===== src/rtl/counter_sequencer.sv =====
// counter_sequencer: command-driven load/run/capture controller for a cascaded modal counter
// Ports: clk/reset_L clock and async active-low reset; cmd_valid/cmd_ready/cmd_modo/cmd_D/cmd_len command
// handshake; abort ends a command early; cnt_enb/cnt_modo/cnt_D drive the counter, cnt_Q/cnt_rco read it;
// busy/done/res_Q/res_rco_count/res_aborted report status and the captured result.
module counter_sequencer #(
  parameter int WIDTH   = 16,
  parameter int NSTAGES = 4,
  parameter int LEN_W   = 8
) (
  input  logic               clk,
  input  logic               reset_L,
  input  logic               cmd_valid,
  output logic               cmd_ready,
  input  logic [1:0]         cmd_modo,
  input  logic [WIDTH-1:0]   cmd_D,
  input  logic [LEN_W-1:0]   cmd_len,
  input  logic               abort,
  output logic               cnt_enb,
  output logic [1:0]         cnt_modo,
  output logic [WIDTH-1:0]   cnt_D,
  input  logic [WIDTH-1:0]   cnt_Q,
  input  logic [NSTAGES-1:0] cnt_rco,
  output logic               busy,
  output logic               done,
  output logic [WIDTH-1:0]   res_Q,
  output logic [LEN_W-1:0]   res_rco_count,
  output logic               res_aborted
);
  typedef enum logic [1:0] {IDLE, LOAD, RUN, CAPT} state_t;
  state_t state, nxt;
  logic [1:0]       modo_r;
  logic [WIDTH-1:0] d_r;
  logic [LEN_W-1:0] rem, rco_cnt;
  logic             ab_r;
  logic             unused_rco;
  assign unused_rco = ^cnt_rco[NSTAGES-2:0];
  always_ff @(posedge clk or negedge reset_L)
    if (!reset_L) state <= IDLE;
    else state <= nxt;
  always_comb begin
    nxt = state;
    case (state)
      IDLE: nxt = cmd_valid ? LOAD : IDLE;
      LOAD: nxt = (abort || rem == '0) ? CAPT : RUN;
      RUN:  nxt = (abort || rem == LEN_W'(1)) ? CAPT : RUN;
      CAPT: nxt = IDLE;
      default: nxt = IDLE;
    endcase
  end
  always_comb begin
    cmd_ready = state == IDLE;
    busy      = state != IDLE;
    cnt_enb   = state == LOAD || state == RUN;
    cnt_modo  = state == RUN ? modo_r : 2'b11;
    cnt_D     = d_r;
  end
  always_ff @(posedge clk or negedge reset_L)
    if (!reset_L) begin
      modo_r        <= 2'b11;
      d_r           <= '0;
      rem           <= '0;
      rco_cnt       <= '0;
      ab_r          <= 1'b0;
      done          <= 1'b0;
      res_Q         <= '0;
      res_rco_count <= '0;
      res_aborted   <= 1'b0;
    end else begin
      done <= state == CAPT;
      if (state == IDLE && cmd_valid) begin
        modo_r  <= cmd_modo;
        d_r     <= cmd_D;
        rem     <= cmd_len;
        rco_cnt <= '0;
        ab_r    <= 1'b0;
      end
      if ((state == LOAD || state == RUN) && abort) ab_r <= 1'b1;
      if (state == RUN) begin
        rem <= rem - 1'b1;
        if (cnt_rco[NSTAGES-1] && !(&rco_cnt)) rco_cnt <= rco_cnt + 1'b1;
      end
      if (state == CAPT) begin
        res_Q         <= cnt_Q;
        res_rco_count <= rco_cnt;
        res_aborted   <= ab_r;
      end
    end
endmodule

===== config.mk =====
export PLATFORM = sky130hd
export DESIGN_NAME = counter_sequencer
export DESIGN_NICKNAME = d
export VERILOG_FILES = /design/src/rtl/counter_sequencer.sv
export SDC_FILE = /design/constraint.sdc
export NUM_CORES = 1
export LEC_CHECK = 0
export CAP_MARGIN = 15
export CORE_ASPECT_RATIO = 0.5
export CORE_MARGIN = 3
export CORE_UTILIZATION = 49
export DETAILED_ROUTE_END_ITERATION = 10
export PLACE_DENSITY = 0.86
export SLEW_MARGIN = 10
export SYNTH_ARGS = -nofsm -noshare
export SYNTH_HDL_FRONTEND = slang
export SYNTH_SLANG_ARGS = --single-unit

===== constraint.sdc =====
create_clock -name clk -period 2.8 [get_ports clk]
set_clock_uncertainty 0.1 [all_clocks]
set_input_delay 0.42 -clock clk [delete_from_list [all_inputs] [get_ports clk]]
set_output_delay 0.42 -clock clk [all_outputs]
set_load 0.1 [all_outputs]

**Run 1: drive-strength map**

(3 px per um)
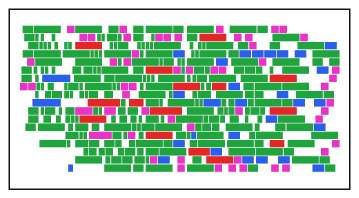
[_6 and larger] red | cells: 15 | most used: clkbuf_16
[_0 and _1 cells] green | cells: 255 | most used: nand2_1
[_2 cells] blue | cells: 30 | most used: mux2_2
[_3 and _4 cells] magenta | cells: 54 | most used: buf_4

**Run 1: cell placement**

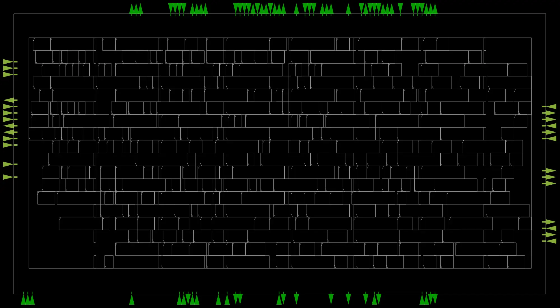
placeable core region: 5230 sq um
tally of non-filler cells in the final layout: 424
count of inserted tapcells: 70

**Run 1: register map, names as in the netlist**

(4 px per um)
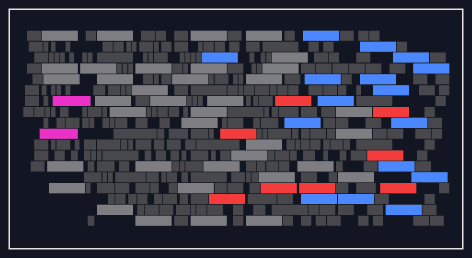
[modo_r] magenta | placed flops: 2
[res_rco_count] red | placed flops: 8
[res_Q] blue | placed flops: 16
not coloured: 37

**Run 1: wire density map**

(4 px per um) The die is cut into 23 by 12 equal tiles; dark purple is low, yellow is high, scaled to the fullest tile. Values are wire area over tile area, all layers added.
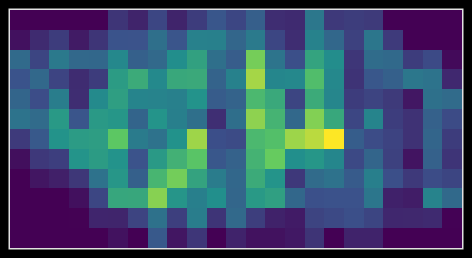
densest ninth of the die: middle
fullest tile: 0.52
tiles over half the peak: 20%
nearly empty tiles: 12%

==> GITHUB_STEP_SUMMARY, run 1 <==
### Metrics collected by this job

| Metric | Value |
|---|---|
| Most common logic cells in the final layout | `sky130_fd_sc_hd__nand2_1, sky130_fd_sc_hd__dfrtp_1, sky130_fd_sc_hd__buf_4` |
| Net count of the finished layout | `407` |
| Tally of nets with antenna violations remaining after routing | `0` |
| Antenna cells | `0` |
| Status | `complete, no violations` |
| Sum of net half-perimeters after detailed placement | `4.71 mm` |
| Init Core Util | `0.537` |
| Netlist area before placement | `2800 sq um` |
| Flop count | `63` |
| Data arrival time of the worst path | `2.38 ns` |
| Global route total overflow | `0` |
| AND-OR/OR-AND Cells, Area Fraction | `0.0808` |
| Synthesized chip area reported by yosys | `2800 sq um` |
| Placement row count | `18` |
| Worst Setup End Kind | `flip-flop` |
| Global-route track usage on met2 | `0.378` |
| Main flop type after synthesis | `sky130_fd_sc_hd__dfrtp_1` |
| Tool warning count | `34` |
| Summed negative setup slack over all endpoints | `0 ns` |
| MaxCap Viol Count | `0` |
| Shortest period the worst path allows | `2.28 ns` |
| Final Slew Violations | `0` |
| H-tree lvl count | `3` |
| Number of fill cells | `324` |
| Total setup violations reported at the end of the flow | `0` |
| GR met1 Demand/Resource | `0.242` |
| GRT met3 Usage | `0.0561` |
| Cell-by-cell trace of the critical path | `inv_1 > ha_1 > nand2_1 > a41oi_2 > nor2_1 > a211o_1` |
| Crit path to | `rco_cnt[7]` |
| Startpoint kind of the worst setup timing path | `flip-flop` |
| Postcts setup bufs | `0` |
| Yosys xor share | `0.00937` |
| Insertion delay of the later-clocked pin in the worst-skew pair | `0.33 ns` |
| Number of ordinary inverters in the final layout | `7` |
| Reg clk slew, reported paths | `0.05 ns` |
| Total length of routed met2 wires | `3.57 mm` |
**Run 1: PDN straps and rails**

(6 px per um) Pins as bars on the die edge.
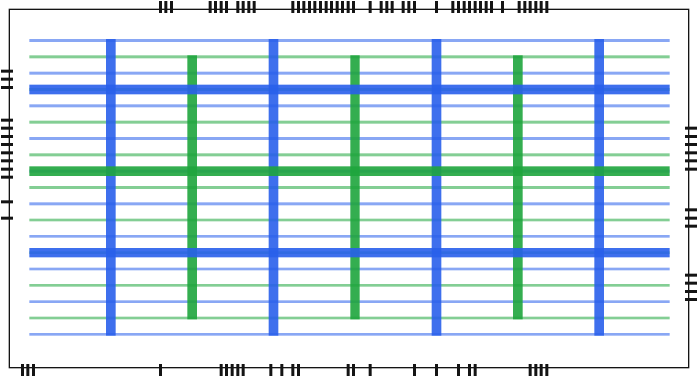

## Run 2: what changed since run 1
CORE_UTILIZATION = 45   (was 49)
PLACE_DENSITY = 0.8   (was 0.86)
clock period = 2.3 ns   (was 2.8 ns; I/O delays follow)
**Run 2: PDN straps and rails**

(6 px per um) Pins as bars on the die edge.
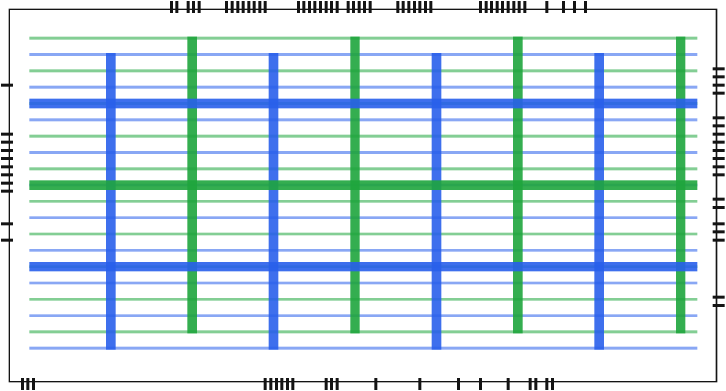
[VDD] green
[VSS] blue
signal pins: 97
met5 straps: 3
met4 straps: 8
met1 rails: 20
rows: 19

==> GITHUB_STEP_SUMMARY, run 2 <==
### Metrics collected by this job

| Metric | Value |
|---|---|
| Status | `complete, no violations (unchanged)` |
| Init Core Util | `0.487 (was 0.537)` |
| Summed negative setup slack over all endpoints | `0 ns (unchanged)` |
| Reg clk slew, reported paths | `0.05 ns (about the same)` |
| Worst Setup End Kind | `primary output (was flip-flop)` |
| AND-OR/OR-AND Cells, Area Fraction | `0.0808 (unchanged)` |
| Global-route track usage on met2 | `0.308 (was 0.378)` |
| Crit path to | `cnt_modo[1] (was rco_cnt[7])` |
| Count of inserted tapcells | `84 (was 70)` |
| GR met1 Demand/Resource | `0.224 (was 0.242)` |
| Placeable core region | `5750 sq um (was 5230 sq um)` |
| Postcts setup bufs | `0 (unchanged)` |
| Synthesized chip area reported by yosys | `2800 sq um (unchanged)` |
| Netlist area before placement | `2800 sq um (unchanged)` |
| Total length of routed met2 wires | `3.24 mm (was 3.57 mm)` |
| Data arrival time of the worst path | `1.62 ns (was 2.38 ns)` |
| GRT met3 Usage | `0.0597 (was 0.0561)` |
| Sum of net half-perimeters after detailed placement | `4.49 mm (was 4.71 mm)` |
| H-tree lvl count | `3 (unchanged)` |
| Total setup violations reported at the end of the flow | `0 (unchanged)` |
| MaxCap Viol Count | `0 (unchanged)` |
| Main flop type after synthesis | `sky130_fd_sc_hd__dfrtp_1 (unchanged)` |
| Number of ordinary inverters in the final layout | `7 (unchanged)` |
| Tool warning count | `34 (unchanged)` |
| Flop count | `63 (unchanged)` |
| Net count of the finished layout | `408 (was 407)` |
**Run 2: drive-strength map**

(3 px per um)
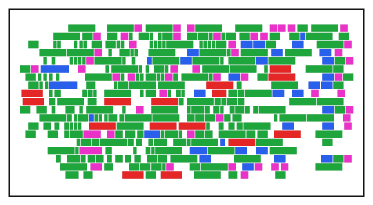
[_6 and larger] red | cells: 15 | most used: clkbuf_16
[_2 cells] blue | cells: 33 | most used: mux2_2
[_3 and _4 cells] magenta | cells: 51 | most used: buf_4
[_0 and _1 cells] green | cells: 256 | most used: nand2_1

**Run 2: wire density map**

(4 px per um) The die is cut into 24 by 12 equal tiles; dark purple is low, yellow is high, scaled to the fullest tile. Values are wire area over tile area, all layers added.
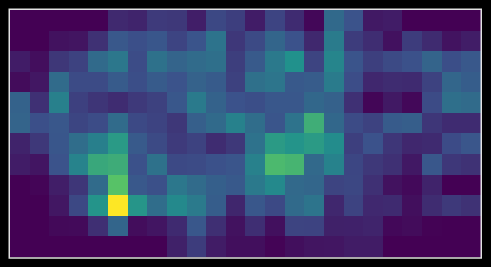

## Run 3: what changed since run 2
CELL_PAD_IN_SITES_DETAIL_PLACEMENT = 1   (was default)
CELL_PAD_IN_SITES_GLOBAL_PLACEMENT = 1   (was default)
CORE_UTILIZATION = 34   (was 45)
PLACE_DENSITY = 0.79   (was 0.8)
SETUP_SLACK_MARGIN = 0.02   (was default)
**Run 3: wire density map**

(4 px per um) The die is cut into 27 by 14 equal tiles; dark purple is low, yellow is high, scaled to the fullest tile. Values are wire area over tile area, all layers added.
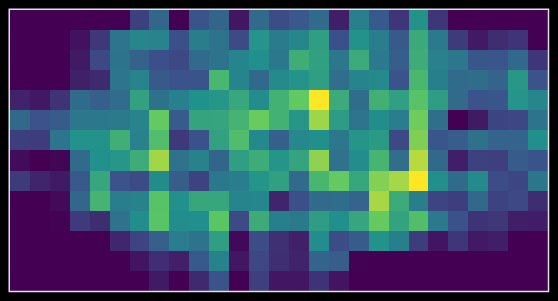
densest ninth of the die: middle
emptiest ninth of the die: bottom left
nearly empty tiles: 19%
tiles over half the peak: 21%
mean over tiles: 0.13
fullest tile: 0.42

**Run 3: cell placement**

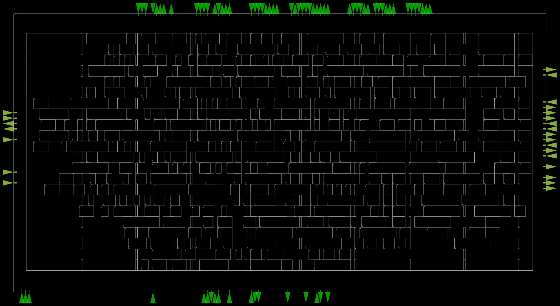
count of inserted tapcells: 108
number of fill cells: 861
share of the core filled with cells in the final layout: 0.534

==> GITHUB_STEP_SUMMARY, run 3 <==
### Metrics collected by this job

| Metric | Value |
|---|---|
| Status | `complete, no violations (unchanged)` |
| Shortest period the worst path allows | `2.16 ns (was 2.07 ns)` |
| Global-route track usage on met2 | `0.328 (was 0.308)` |
| Antenna cells | `0 (unchanged)` |
| Postcts setup bufs | `0 (unchanged)` |
| Most common logic cells in the final layout | `sky130_fd_sc_hd__nand2_1, sky130_fd_sc_hd__dfrtp_1, sky130_fd_sc_hd__buf_4 (unchanged)` |
| Total length of routed met2 wires | `4.27 mm (was 3.24 mm)` |
| Crit path to | `cnt_modo[0] (was cnt_modo[1])` |
| Init Core Util | `0.366 (was 0.487)` |
| Data arrival time of the worst path | `1.71 ns (was 1.62 ns)` |
| Synthesized chip area reported by yosys | `2800 sq um (unchanged)` |
| Total setup violations reported at the end of the flow | `0 (unchanged)` |
| Tool warning count | `34 (unchanged)` |
| Main flop type after synthesis | `sky130_fd_sc_hd__dfrtp_1 (unchanged)` |
| Cell-by-cell trace of the critical path | `inv_1 > ha_1 > buf_4 > nand2b_1 > buf_12 (unchanged)` |
| H-tree lvl count | `3 (unchanged)` |
| GRT met3 Usage | `0.0540 (was 0.0597)` |
| Startpoint kind of the worst setup timing path | `flip-flop (unchanged)` |
| Reg clk slew, reported paths | `0.05 ns (about the same)` |
| Global route total overflow | `0 (unchanged)` |
| Flop count | `63 (unchanged)` |
| Tally of nets with antenna violations remaining after routing | `0 (unchanged)` |
| MaxCap Viol Count | `0 (unchanged)` |
| GR met1 Demand/Resource | `0.194 (was 0.224)` |
| Sum of net half-perimeters after detailed placement | `5.54 mm (was 4.49 mm)` |
| Placeable core region | `7650 sq um (was 5750 sq um)` |
